<file path="src/rtl/term_writer_if.sv">
// Character stream in, vram write port out, for the text-terminal write engine.
// Handshake: a character transfers on a clk edge where in_valid & in_ready are both high;
// while in_valid is high and in_ready low, in_char must stay stable. write_ce is never high while vram_busy.
interface term_writer_if;
  logic       in_valid;
  logic       in_ready;
  logic [7:0] in_char;
  logic       vram_busy;
  logic       write_ce;
  logic [4:0] write_row;
  logic [6:0] write_col;
  logic [7:0] write_char;

  modport master (
    output in_valid, in_char, vram_busy,
    input  in_ready, write_ce, write_row, write_col, write_char
  );

  modport slave (
    input  in_valid, in_char, vram_busy,
    output in_ready, write_ce, write_row, write_col, write_char
  );
endinterface

</file>
<file path="src/rtl/term_writer.sv">
// Text-terminal write engine: decodes characters, moves the cursor, wraps and scrolls,
// and writes vram only in cycles the display reader leaves idle.
module term_writer #(
  parameter int         COLS  = 100,
  parameter int         ROWS  = 30,
  parameter int         TAB_W = 8,
  parameter logic [7:0] BLANK = 8'h20
) (
  input  logic         clk,
  input  logic         reset,
  term_writer_if.slave bus,
  output logic [4:0]   top_row,
  output logic [4:0]   cursor_row,
  output logic [6:0]   cursor_col,
  output logic [1:0]   o_dbg_state
);
  localparam logic [1:0] S_IDLE  = 2'd0;
  localparam logic [1:0] S_WRITE = 2'd1;
  localparam logic [1:0] S_CLEAR = 2'd2;

  localparam logic [4:0] LAST_ROW = 5'(ROWS - 1);
  localparam logic [6:0] LAST_COL = 7'(COLS - 1);
  localparam logic [7:0] COLS_W   = 8'(COLS);
  localparam logic [7:0] TAB_MASK = 8'(TAB_W - 1);

  logic [1:0] r_state;
  logic [4:0] r_top_row;
  logic [4:0] r_cursor_row;
  logic [6:0] r_cursor_col;
  logic [4:0] r_wr_row;
  logic [6:0] r_wr_col;
  logic [7:0] r_wr_char;
  logic [4:0] r_clr_rem;

  logic [4:0] w_phys_row;
  logic [4:0] w_top_inc;
  logic [4:0] w_clr_row_inc;
  logic [7:0] w_tab_next;
  logic       w_printable;
  logic       w_scroll;

  // Row arithmetic wraps at ROWS, not at the 5-bit width.
  function automatic logic [4:0] row_add(input logic [4:0] a, input logic [4:0] b);
    logic [5:0] s;
    s = {1'b0, a} + {1'b0, b};
    if (s >= 6'(ROWS)) s = s - 6'(ROWS);
    return 5'(s);
  endfunction

  assign w_phys_row    = row_add(r_top_row, r_cursor_row);
  assign w_top_inc     = row_add(r_top_row, 5'd1);
  assign w_clr_row_inc = row_add(r_wr_row, 5'd1);
  assign w_tab_next    = ({1'b0, r_cursor_col} | TAB_MASK) + 8'd1;
  assign w_printable   = (bus.in_char >= 8'h20) && (bus.in_char <= 8'h7E);
  assign w_scroll      = (r_cursor_row == LAST_ROW);

  assign bus.in_ready   = (r_state == S_IDLE);
  assign bus.write_ce   = (r_state != S_IDLE) && !bus.vram_busy;
  assign bus.write_row  = r_wr_row;
  assign bus.write_col  = r_wr_col;
  assign bus.write_char = r_wr_char;
  assign top_row        = r_top_row;
  assign cursor_row     = r_cursor_row;
  assign cursor_col     = r_cursor_col;
  assign o_dbg_state    = r_state;

  // On the bottom line the old top row becomes the new bottom row and is blanked.
  task automatic do_newline();
    r_cursor_col <= 7'd0;
    if (!w_scroll) begin
      r_cursor_row <= r_cursor_row + 5'd1;
    end else begin
      r_top_row <= w_top_inc;
      r_wr_row  <= r_top_row;
      r_wr_col  <= 7'd0;
      r_wr_char <= BLANK;
      r_clr_rem <= 5'd0;
      r_state   <= S_CLEAR;
    end
  endtask

  always_ff @(posedge clk or posedge reset) begin
    if (reset) begin
      r_state      <= S_IDLE;
      r_top_row    <= 5'd0;
      r_cursor_row <= 5'd0;
      r_cursor_col <= 7'd0;
      r_wr_row     <= 5'd0;
      r_wr_col     <= 7'd0;
      r_wr_char    <= 8'd0;
      r_clr_rem    <= 5'd0;
    end else begin
      case (r_state)
        S_IDLE: begin
          if (bus.in_valid) begin
            if (w_printable) begin
              r_wr_row  <= w_phys_row;
              r_wr_col  <= r_cursor_col;
              r_wr_char <= bus.in_char;
              r_state   <= S_WRITE;
            end else if (bus.in_char == 8'h0D) begin
              r_cursor_col <= 7'd0;
            end else if (bus.in_char == 8'h0A) begin
              do_newline();
            end else if (bus.in_char == 8'h08) begin
              if (r_cursor_col != 7'd0) r_cursor_col <= r_cursor_col - 7'd1;
            end else if (bus.in_char == 8'h09) begin
              if (w_tab_next >= COLS_W) do_newline();
              else r_cursor_col <= 7'(w_tab_next);
            end else if (bus.in_char == 8'h0C) begin
              r_top_row    <= 5'd0;
              r_cursor_row <= 5'd0;
              r_cursor_col <= 7'd0;
              r_wr_row     <= 5'd0;
              r_wr_col     <= 7'd0;
              r_wr_char    <= BLANK;
              r_clr_rem    <= LAST_ROW;
              r_state      <= S_CLEAR;
            end
          end
        end
        S_WRITE: begin
          if (!bus.vram_busy) begin
            r_state <= S_IDLE;
            if (r_cursor_col == LAST_COL) do_newline();
            else r_cursor_col <= r_cursor_col + 7'd1;
          end
        end
        S_CLEAR: begin
          if (!bus.vram_busy) begin
            if (r_wr_col != LAST_COL) begin
              r_wr_col <= r_wr_col + 7'd1;
            end else if (r_clr_rem == 5'd0) begin
              r_state <= S_IDLE;
            end else begin
              r_wr_row  <= w_clr_row_inc;
              r_wr_col  <= 7'd0;
              r_clr_rem <= r_clr_rem - 5'd1;
            end
          end
        end
        default: r_state <= S_IDLE;
      endcase
    end
  end
endmodule

</file>
<file path="src/flat_wrapper.sv">
// flat-port wrapper written by rule: the top's interface ports become plain ports
module term_writer_flat 
#(
  parameter int         COLS  = 100,
  parameter int         ROWS  = 30,
  parameter int         TAB_W = 8,
  parameter logic [7:0] BLANK = 8'h20
)
  (clk, reset, top_row, cursor_row, cursor_col, o_dbg_state, bus_in_valid, bus_in_char, bus_vram_busy, bus_in_ready, bus_write_ce, bus_write_row, bus_write_col, bus_write_char);
  term_writer_if bus_i ();
  input  logic clk;
  input  logic reset;
  output logic [4:0] top_row;
  output logic [4:0] cursor_row;
  output logic [6:0] cursor_col;
  output logic [1:0] o_dbg_state;
  input wire logic [$bits(bus_i.in_valid)-1:0] bus_in_valid;
  input wire logic [$bits(bus_i.in_char)-1:0] bus_in_char;
  input wire logic [$bits(bus_i.vram_busy)-1:0] bus_vram_busy;
  output wire logic [$bits(bus_i.in_ready)-1:0] bus_in_ready;
  output wire logic [$bits(bus_i.write_ce)-1:0] bus_write_ce;
  output wire logic [$bits(bus_i.write_row)-1:0] bus_write_row;
  output wire logic [$bits(bus_i.write_col)-1:0] bus_write_col;
  output wire logic [$bits(bus_i.write_char)-1:0] bus_write_char;
  assign bus_i.in_valid = bus_in_valid;
  assign bus_i.in_char = bus_in_char;
  assign bus_i.vram_busy = bus_vram_busy;
  assign bus_in_ready = bus_i.in_ready;
  assign bus_write_ce = bus_i.write_ce;
  assign bus_write_row = bus_i.write_row;
  assign bus_write_col = bus_i.write_col;
  assign bus_write_char = bus_i.write_char;
  term_writer #(.COLS(COLS), .ROWS(ROWS), .TAB_W(TAB_W), .BLANK(BLANK)) u_core (.clk(clk), .reset(reset), .bus(bus_i), .top_row(top_row), .cursor_row(cursor_row), .cursor_col(cursor_col), .o_dbg_state(o_dbg_state));
endmodule
</file>
<file path="config.mk">
export PLATFORM = sky130hd
export DESIGN_NAME = term_writer_flat
export DESIGN_NICKNAME = d
export VERILOG_FILES = /design/src/rtl/term_writer_if.sv /design/src/rtl/term_writer.sv /design/src/flat_wrapper.sv
export SDC_FILE = /design/constraint.sdc
export NUM_CORES = 1
export LEC_CHECK = 0
export CAP_MARGIN = 40
export CORE_MARGIN = 5
export CORE_UTILIZATION = 48
export DETAILED_ROUTE_END_ITERATION = 10
export HOLD_SLACK_MARGIN = 0.1
export PLACE_DENSITY_LB_ADDON = 0.12
export SLEW_MARGIN = 40
export SYNTH_ARGS = -nofsm -noshare
export SYNTH_HDL_FRONTEND = slang
export SYNTH_SLANG_ARGS = --single-unit
</file>
<file path="constraint.sdc">
create_clock -name clk -period 2.6 [get_ports clk]
set_input_delay 0.26 -clock clk [delete_from_list [all_inputs] [get_ports clk]]
set_output_delay 0.26 -clock clk [all_outputs]
set_load 0.005 [all_outputs]
</file>
Fig. 1: run 1, floorplan with the power grid
(4 px per um) Pins as bars on the die edge. Tap cells in grey.
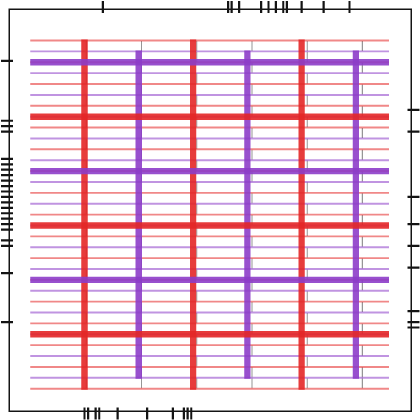
legend:
  red:
    net: VSS
  purple:
    net: VDD
met5 straps: 6
met4 straps: 6
met1 rails: 33

Fig. 2: run 1, congestion heat map
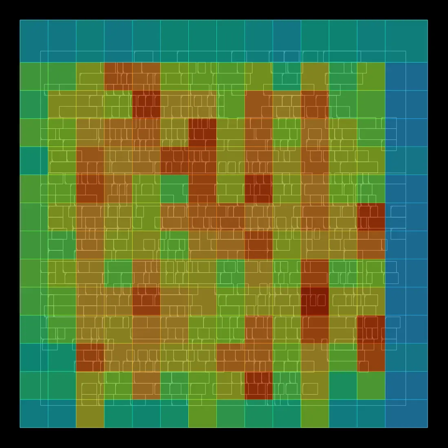
grt met3 use: 3.61%
gr busiest metal: met2
M1 GR Usage: 32.0%

==> results.txt, run 1 <==
flow finished, numbers: status finished, final reports clean, Switch Pwr 0.00197 W, total power 0.00419 W, CTS clk-pin slew, worst paths 0.08 ns, R2R Setup Slk 0.14 ns, layout cells sized above 1 12.2%, n_diodes 0, crit path capture u_core.bus.write_row[3]$_DFFE_PP0P_, Synth area leaders dfrtp_1 (28%), ha_1 (8.0%), o21ai_0 (5.1%), # setup viols final 0, # port buffers 52, fin crit share 94.6%, Area growth syn-to-layout 24.2%, max-slew violations 0, post-CTS sizing 0, OpenROAD warning count 35, Peak VDD IR 0.470 mV, post-DP HPWL 8320 um, placed cells 642, number of enable flip-flop cells 0, FF/Latch Area 0.00110 mm^2, CP arrival 2.64 ns, Pwr Density 866 mW/mm^2, Final nets 585, Synthesized Nets 515, antenna violations before repair 0, Core Box Area 0.00781 mm^2, Largest type area fraction 28.3%, Cell Rows 32, drt total wl 10900 um, total negative setup slack 0 ns, GR Util All Layers 22.0%, Top cells excl fill/tap clkdlybuf4s50_1 (52), dfrtp_1 (44), o21ai_0 (40), CTS tree built, Combinational Area 0.00260 mm^2, Post-synth regs 44, initial DRC count 195, Yosys Instances 477, Yosys cell types 67, fillers 689, CTS buffer count 5, Post-synth top cells dfrtp_1 (44), o21ai_0 (40), nand2_1 (39), critical path fanouts, max 3, Worst R2R Path Depth 10, Clock Sinks 44, GRT overflow 0, leak pwr 2.00 nW, Comb power frac 64.2%, Post-synth ARST share 100%, Fin Hold WS 0.249 ns, Worst setup startpoint u_core.top_row[0]$_DFFE_PP0P_, postcts setup bufs 0, min setup slack post-route 0.141 ns, Core Util, Final 62.0%, DP Area 0.00474 mm^2, Reg2Reg Capture Point u_core.bus.write_row[3]$_DFFE_PP0P_, largest net degree at the start of global routing 25, measured slew at the worst slew-check pin 0.417 ns, Slew headroom 71.9%, Vias 3950, DP Worst Slack 0.0534 ns, largest area contributor in the netlist dfrtp_1, P_int 0.00223 W, vias in the first global route 3675, total of max-cap violations 0, fin crit period 2.46 ns, Worst setup SP type flip-flop, critical path class flip-flop to flip-flop, die height 100 um, vias per cell 6.09, Wirelength per Cell 16.8 um, first-pass GRT wire length 18300 um, Hold Crit Class input pin to asynchronous set/reset pin, Reg2Reg Launch Point u_core.top_row[0]$_DFFE_PP0P_, Yosys chip area 0.00390 mm^2, sw frac 46.9%, Root Driver clkbuf_8, post-synthesis instance total 477, Cell Count, Final, Fillers Out 649, most numerous logic cell after layout clkdlybuf4s50_1, count of final hold-check violations 0, power share of the clock group 10.1%, die area 0.0100 mm^2, GP Congestion 0.998, # hold bufs at CTS 0, synthesized area 0.00390 mm^2, IO Pins 53, f_max 407 MHz, Residual DRC 0, Mapped Avg Cell Area 8.17 um^2, Latency at later pin 0.30 ns, first-pass detailed-route iteration total 5, H-tree level count 2, YS warnings 0, clock skew 0.0103 ns, sequential share of power 25.6%, most frequent cell after synthesis dfrtp_1, ys flop type dfrtp_1, fp_density 49.9%, Critical Path End Type flip-flop, clk buf depth 2, Final ANT Viol Nets 0, crit path DRT 2.78 ns, Die W 100 um, Seq share, synth 28.3%
Fig. 3: run 1, cell classes on the final placement
(4 px per um) Fill, decap, tap and diode cells in grey.
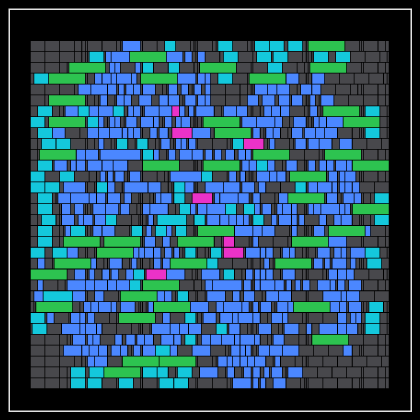
legend:
  magenta:
    class: clock drivers and dummy loads
    cells: 7
    share_of_their_area: 1.7%
  blue:
    class: remaining logic cells
    cells: 406
    share_of_their_area: 57%
  cyan:
    class: remaining buffers and delay cells
    cells: 90
    share_of_their_area: 18%
  green:
    class: sequential cells
    cells: 44
    share_of_their_area: 23%
Seq/total area: 22.8%
post-route cell area: 0.00484 mm^2

## run 1: power groups by stage
stage          sequential [W]  combinational, W  clock, W
6_report              0.00108           0.00269  0.000425
3_5_place_dp          0.00109           0.00265         0
3_3_place_gp          0.00107           0.00261         0
4_1_cts               0.00107           0.00267  0.000439
5_1_grt               0.00110           0.00301  0.000475
2_1_floorplan         0.00102           0.00177         0
## run 1: layout make-up
type | instances | share of cell area, %
Tap cell | 102 | 2.64
Multi-Input combinational cell | 381 | 53.8
Sequential cell | 44 | 22.8
Clock inverter | 2 | 0.259
Clock buffer | 5 | 1.42
Inverter | 25 | 1.96
Timing Repair Buffer | 90 | 17.2
## run 1: critical path, stage by stage, from the launching register on
cell,delay [ns]
dfrtp_1,0.40
ha_1,0.23
fa_1,0.41
xor2_1,0.20
ha_1,0.25
o21ai_0,0.12
nor2_1,0.07
a211oi_1,0.25
o2bb2ai_1,0.09
a211oi_1,0.24
o31ai_1,0.09
## run 1: per-layer routing
| layer | GRT usage [%] | vias to the layer above | share of wire [%] |
|---|---|---|---|
| met4 | 3.83 | 0 | 0.50 |
| met2 | 34.8 | 128 | 47 |
| met3 | 3.61 | 6 | 5.5 |
| li1 | - | 1931 | - |
| met5 | 0 | - | 0 |
| met1 | 32.0 | 1885 | 47 |
## run 1: cells by family (layout without fill, tap and decap cells)
logic type	count (synthesis)	after routing	share of synthesized area (%)
mux	10	10	2.60
fa+ha+maj	26	26	8.54
xor+xnor	11	11	2.47
buf+inv	52	122	5.39
simple gates	168	168	22.9
compound gates	166	166	29.8
flops	44	44	28.3
## run 1: state kept, by name, summed over array words and instances, names as in the netlist
signal	count
u_core.top_row	5
u_core.cursor_col	7
u_core.cursor_row	5
u_core.bus.write_char	8
u_core.r_clr_rem	5
u_core.o_dbg_state	2
u_core.bus.write_col	7
u_core.bus.write_row	5
## Run 2: what changed since run 1
==> constraint.sdc (replaced) <==
create_clock -name clk -period 2.85 [get_ports clk]
set_input_delay 0.285 -clock clk [delete_from_list [all_inputs] [get_ports clk]]
set_output_delay 0.285 -clock clk [all_outputs]
set_load 0.005 [all_outputs]
==> run 2 against run 1 <==
  * Cell count fell by 2.9%
  * Synthesized area did not move
  * Utilization is 1.8 points lower
  * Sequential share of layout area increased by 0.70 points
  * Sequential cell count unchanged
  * Worst setup slack better by 0.082 ns
  * Final area shrank 2.9%
  * Critical endpoint unchanged
  * Largest cell class unchanged
==> results.txt, run 2 <==
flow finished, numbers: Switch Pwr 0.00182 W (-7.7%), Hold Crit Class input pin to asynchronous set/reset pin, min setup slack post-route 0.223 ns (+0.0819 ns), critical path class flip-flop to flip-flop, post-synthesis instance total 477 (unchanged), Seq share, synth 28.3% (unchanged), FF/Latch Area 0.00110 mm^2 (+0.11%), Residual DRC 0 (unchanged), post-CTS sizing 0 (unchanged), Comb power frac 60.7% (-3.5 points), Die W 100 um (unchanged), first-pass detailed-route iteration total 4 (-1), Combinational Area 0.00260 mm^2 (-0.19%), Peak VDD IR 0.427 mV (-9.0%), Wirelength per Cell 18.2 um (+8.6%), first-pass GRT wire length 19500 um (+6.5%), Final ANT Viol Nets 0 (unchanged), vias in the first global route 3922 (+6.7%), CTS tree built, total negative setup slack 0 ns (unchanged), comb pwr 0.00234 W (-13%), fp_density 49.9% (unchanged), antenna violations before repair 0 (unchanged), count of final hold-check violations 0 (unchanged), Post-synth regs 44 (unchanged), postcts setup bufs 0 (unchanged), Post-synth ARST share 100% (unchanged), WP buf/inv 0 (unchanged), crit-path cells ha_1, fa_1, xor2_2, ha_1, o21ai_0, nor2_1, a211oi_1, o2bb2ai_1, a211oi_1, o31ai_1, Reg2Reg Capture Point u_core.bus.write_row[3]$_DFFE_PP0P_, layout cells sized above 1 8.71% (-3.5 points), GP Congestion 0.901 (-9.8%), total of max-cap violations 0 (unchanged), met3 wire length 572 um (-4.3%), power share of the clock group 13.6% (+3.5 points), CP arrival 2.80 ns (+0.16 ns), Worst path max stage delay 0.47 ns (+0.06 ns), Yosys Instances 477 (unchanged), IO Pins 53 (unchanged), fraction of area in multi-input gates 55.3% (+1.5 points), CP top delay family adder cells, sequential share of power 25.8% (+0.2 points), Cell Rows 32 (unchanged), Area growth syn-to-layout 20.6%, Pwr Density 822 mW/mm^2 (-5.1%), CTS clk-pin slew, worst paths 0.09 ns (about the same), Largest area class, layout multi-input combinational cells, met1 WL 5380 um (+4.9%), GRT overflow 0 (unchanged), die area 0.0100 mm^2 (unchanged), well tap count 102 (unchanged), Flop Count 44 (unchanged), Root Driver clkbuf_8, Core Box Area 0.00781 mm^2 (unchanged), YS warnings 0 (unchanged), Yosys chip area 0.00390 mm^2 (unchanged), fin crit period 2.63 ns (+0.168 ns), initial DRC count 238 (+22%), Non-clk bufs 70 (-22%), Critical Path End Type flip-flop, Vias 3927 (-0.58%), crit path DRT 3.02 ns (+0.24 ns), Largest register FFs 8 (unchanged), clk pwr 0.000524 W (+23%), fin crit share 92.2% (-2.4 points), Worst R2R Path Depth 10 (unchanged), H-tree level count 2 (unchanged), CTS buffer count 5 (unchanged), ys flop type dfrtp_1, Slew headroom 60.5% (-11 points), fillers 724 (+5.1%), Comb gates 381 (unchanged), Largest type area fraction 28.3% (unchanged), measured slew at the worst slew-check pin 0.590 ns (+0.174 ns), n_diodes 0 (unchanged), R2R Setup Slk 0.22 ns (+0.08 ns), DP Worst Slack 0.207 ns (+0.154 ns), Clock Sinks 44 (unchanged), Final nets 565 (-3.4%), max-slew violations 0 (unchanged), NonClk Buf Share 14.0% (-3.2 points), P_int 0.00205 W (-8.0%), die height 100 um (unchanged), synthesized area 0.00390 mm^2 (unchanged), top layer in use met4, Top cells excl fill/tap clkdlybuf4s50_1 (52), dfrtp_1 (43), o21ai_0 (40), clock skew 0.00700 ns (-0.00328 ns), OpenROAD warning count 35 (unchanged), CP max-delay cell dfrtp_2, # setup viols final 0 (unchanged), Latency at later pin 0.30 ns (about the same), status finished, final reports clean, Seq/total area 23.5% (+0.70 points), drt total wl 11500 um (+5.4%), f_max 381 MHz (-6.4%), # hold bufs at CTS 0 (unchanged), gr busiest metal met2, vias per cell 6.23 (+2.4%), post-DP HPWL 8440 um (+1.5%), Synthesized Nets 515 (unchanged), clk buf depth 2 (unchanged), Flop+latch power 0.000997 W (-8%)
-- run 2: cell counts after synthesis --
No cell type changed its count.
-- run 2: worst max-delay path by stage --
stage / startpoint / end / cells after the start
6_report: u_core.cursor_row[0]$_DFFE_PP0P_ / u_core.bus.write_row[3]$_DFFE_PP0P_ / 10
5_1_grt: u_core.cursor_row[0]$_DFFE_PP0P_ / u_core.bus.write_row[3]$_DFFE_PP0P_ / 10
4_1_cts: u_core.cursor_row[0]$_DFFE_PP0P_ / u_core.bus.write_row[3]$_DFFE_PP0P_ / 10
3_5_place_dp: bus_in_char[1] / u_core.cursor_row[1]$_DFFE_PP0P_ / 7
3_3_place_gp: u_core.cursor_row[0]$_DFFE_PP0P_ / u_core.bus.write_row[3]$_DFFE_PP0P_ / 10
2_1_floorplan: u_core.top_row[0]$_DFFE_PP0P_ / u_core.bus.write_row[3]$_DFFE_PP0P_ / 10
-- run 2: cells by family (layout without fill, tap and decap cells) --
kind of cell | count (synthesis) | in the layout | synth area share [%]
flip-flops | 44 | 44 | 28.3
XOR/XNOR | 11 | 11 | 2.47
AND-OR/OR-AND | 166 | 166 | 29.8
adder cells (fa/ha/maj) | 26 | 26 | 8.54
multiplexers | 10 | 10 | 2.60
AND/OR/NAND/NOR | 168 | 168 | 22.9
buffers and inverters | 52 | 103 | 5.39
-- run 2: metrics by stage --
stage / instances / hold slack [ns] / power [W] / area (um^2) / util, %
2_1_floorplan: 477 / 0.418 / 0.00255 / 3900 / -
3_3_place_gp: 622 / 0.484 / 0.00325 / 4560 / 58.5
3_5_place_dp: 622 / 0.468 / 0.00332 / 4560 / 58.5
4_1_cts: 630 / 0.464 / 0.00385 / 4690 / 60.0
5_1_grt: 630 / 0.484 / 0.00420 / 4700 / 60.2
6_report: 630 / 0.428 / 0.00387 / 4700 / 60.2
Fig. 4: run 2, congestion heat map
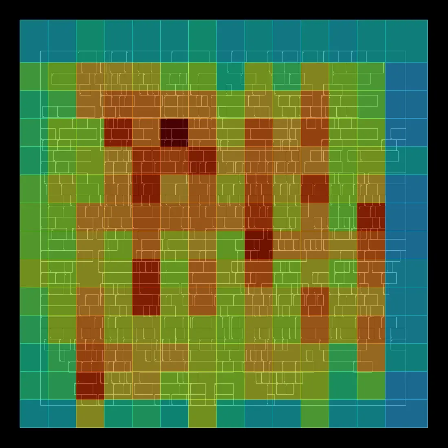
Core Util, Final: 60.2%
grt met3 use: 3.47%
GR Util All Layers: 23.4%
M1 GR Usage: 32.9%
GR met2 Demand/Resource: 37.9%

## Run 3: what changed since run 2
--- a/config.mk
+++ b/config.mk
@@ -5,13 +5,13 @@
 export SDC_FILE = /design/constraint.sdc
 export NUM_CORES = 1
 export LEC_CHECK = 0
-export CAP_MARGIN = 40
+export CAP_MARGIN = 5
 export CORE_MARGIN = 5
 export CORE_UTILIZATION = 48
 export DETAILED_ROUTE_END_ITERATION = 10
 export HOLD_SLACK_MARGIN = 0.1
 export PLACE_DENSITY_LB_ADDON = 0.12
-export SLEW_MARGIN = 40
+export SLEW_MARGIN = 20
 export SYNTH_ARGS = -nofsm -noshare
 export SYNTH_HDL_FRONTEND = slang
 export SYNTH_SLANG_ARGS = --single-unit
==> constraint.sdc (replaced) <==
create_clock -name clk -period 2.7 [get_ports clk]
set_input_delay 0.27 -clock clk [delete_from_list [all_inputs] [get_ports clk]]
set_output_delay 0.27 -clock clk [all_outputs]
set_load 0.005 [all_outputs]
==> run 3 against run 2 <==
  * Total power is 3.7% higher
  * Cell count is 1.9% higher
  * Fmax is 4.2% higher
  * Critical endpoint is now u_core.bus.write_row[1]$_DFFE_PP0P_
  * Highest routed layer unchanged
==> results.txt, run 3 <==
flow finished, numbers: Post-synth regs 44 (unchanged), GR met2 Demand/Resource 32.6% (-5.3 points), critical path fanouts, max 6, CP arrival 2.69 ns (-0.11 ns), Seq share, synth 28.3% (unchanged), Core Util, Final 61.2% (+1.0 points), grt met3 use 4.31% (+0.83 points), Synthesized Nets 515 (unchanged), GP Congestion 0.892 (-0.99%), Core Box Area 0.00781 mm^2 (unchanged), R2R Setup Slk 0.18 ns (-0.04 ns), Worst R2R Path Depth 7 (-3), total power 0.00401 W (+3.7%), postcts setup bufs 0 (unchanged), gr busiest metal met2, OpenROAD warning count 35 (unchanged), Root Driver clkbuf_8, M1 GR Usage 32.5% (-0.42 points), Pwr Density 838 mW/mm^2 (+1.9%), Flop+latch power 0.00103 W (about the same), Top cells excl fill/tap clkdlybuf4s50_1 (52), dfrtp_1 (44), o21ai_0 (40), max-slew violations 0 (unchanged), Latency at later pin 0.31 ns (about the same), placed cells 634 (+1.9%), Cell Count, Final, Fillers Out 642 (+1.9%), initial DRC count 189 (-21%), status finished, final reports clean, Largest type area fraction 28.3% (unchanged), sequential share of power 25.8% (about the same), Fin Hold WS 0.156 ns (-0.272 ns), fin crit period 2.52 ns (-0.106 ns), CTS clk-pin slew, worst paths 0.09 ns (about the same), Yosys Instances 477 (unchanged), die height 100 um (unchanged), crit path DRT 2.87 ns (-0.15 ns), Reg2Reg Capture Point u_core.bus.write_row[1]$_DFFE_PP0P_, power share of the clock group 11.4% (-2.2 points), P_int 0.00211 W (+3.1%), Largest register FFs 8 (unchanged), vias in the first global route 3663 (-6.6%), # hold bufs at CTS 0 (unchanged), fp_density 49.9% (unchanged), Top pwr grp combinational logic, YS warnings 0 (unchanged), min setup slack post-route 0.178 ns (-0.0445 ns), synthesized area 0.00390 mm^2 (unchanged), post-DP HPWL 8270 um (-2.1%), drt total wl 10900 um (-4.8%), comb pwr 0.00252 W (+8%), first-pass detailed-route iteration total 4 (unchanged), GRT overflow 0 (unchanged), post-CTS sizing 0 (unchanged), Wirelength per Cell 17.0 um (-6.6%), clock skew 0.0121 ns (+0.00505 ns), post-route cell area 0.00478 mm^2 (+1.7%), DP Worst Slack 0.0602 ns (-0.147 ns), Area growth syn-to-layout 22.7%, Residual DRC 0 (unchanged), H-tree level count 2 (unchanged), Clock Sinks 44 (unchanged), GR Util All Layers 21.8% (-1.5 points), total of max-cap violations 0 (unchanged), Final ANT Viol Nets 0 (unchanged), Slew headroom 65.0% (+4.5 points), # setup viols final 0 (unchanged), CTS tree built, critical path class flip-flop to flip-flop, n_diodes 0 (unchanged), IO Pins 53 (unchanged), met3 wire length 697 um (+22%), Vias 3980 (+1.3%), total negative setup slack 0 ns (unchanged), Post-synth ARST share 100% (unchanged), met1 WL 5330 um (-0.87%), top layer in use met4, clk pwr 0.000458 W (-13%), Peak VDD IR 0.374 mV (-12%), clk buf depth 2 (unchanged), antenna violations before repair 0 (unchanged), ys flop type dfrtp_1, fin crit share 93.4% (+1.2 points), die area 0.0100 mm^2 (unchanged), Yosys chip area 0.00390 mm^2 (unchanged), Switch Pwr 0.00190 W (+4.5%), Cell Rows 32 (unchanged), vias per cell 6.20 (-0.54%), Comb power frac 62.8% (+2.1 points), DP Area 0.00465 mm^2 (+2.0%), Die W 100 um (unchanged), measured slew at the worst slew-check pin 0.523 ns (-0.0675 ns), Hold Crit Class input pin to asynchronous set/reset pin, layout cells sized above 1 11.1% (+2.4 points), fillers 692 (-4.4%), first-pass GRT wire length 18100 um (-7.0%), CTS buffer count 5 (unchanged), count of final hold-check violations 0 (unchanged)
==> run 3: cell type report <==
| cell class | count | area [um^2] | area share (%) |
|---|---|---|---|
| sequential | 44 | 1100 | 23.0 |
| clock buffer | 6 | 82.6 | 1.73 |
| tap | 102 | 128 | 2.67 |
| multi-input combinational | 381 | 2620 | 54.7 |
| clock inverter | 2 | 15.0 | 0.314 |
| inverter | 25 | 93.8 | 1.96 |
| timing repair buffer | 82 | 746 | 15.6 |
==> run 3: how the worst max path moves through the flow <==
| stage | start | endpoint | slack, ns | cells after the start |
|---|---|---|---|---|
| floorplan | u_core.top_row[0]$_DFFE_PP0P_ | u_core.bus.write_row[3]$_DFFE_PP0P_ | 0.33 | 10 |
| global placement | bus_in_char[5] | u_core.top_row[3]$_DFFE_PP0P_ | 0.19 | 8 |
| detailed placement | bus_in_char[1] | u_core.cursor_row[0]$_DFFE_PP0P_ | 0.06 | 7 |
| CTS | u_core.top_row[0]$_DFFE_PP0P_ | u_core.bus.write_row[3]$_DFFE_PP0P_ | 0.17 | 10 |
| global route | u_core.top_row[0]$_DFFE_PP0P_ | u_core.bus.write_row[3]$_DFFE_PP0P_ | 0.02 | 10 |
| finish | u_core.top_row[2]$_DFFE_PP0P_ | u_core.bus.write_row[1]$_DFFE_PP0P_ | 0.18 | 7 |
==> run 3: critical path: stages, from the launching register on <==
cell and delay, ns:
dfrtp_1 0.41, ha_1 0.37, a21oi_1 0.38, and2_1 0.28
o21ai_0 0.21, nor3b_1 0.19, a2111oi_0 0.43, o31ai_1 0.12
==> run 3: cell families after synthesis <==
group | Yosys count | share of synthesized area, %
flops | 44 | 28.3
mux | 10 | 2.60
simple gates | 168 | 22.9
xor+xnor | 11 | 2.47
buf+inv | 52 | 5.39
fa+ha+maj | 26 | 8.54
compound gates | 166 | 29.8
Fig. 5: run 3, cell classes on the final placement
(4 px per um) Fill, decap, tap and diode cells in grey.
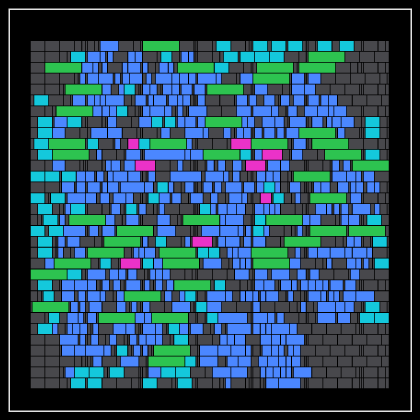
legend:
  magenta:
    class: clock drivers and dummy loads
    cells: 8
    share_of_their_area: 2.1%
  cyan:
    class: remaining buffers and delay cells
    cells: 82
    share_of_their_area: 16%
  green:
    class: sequential cells
    cells: 44
    share_of_their_area: 24%
  blue:
    class: remaining logic cells
    cells: 406
    share_of_their_area: 58%

Power is estimated from default activity; no workload was simulated.
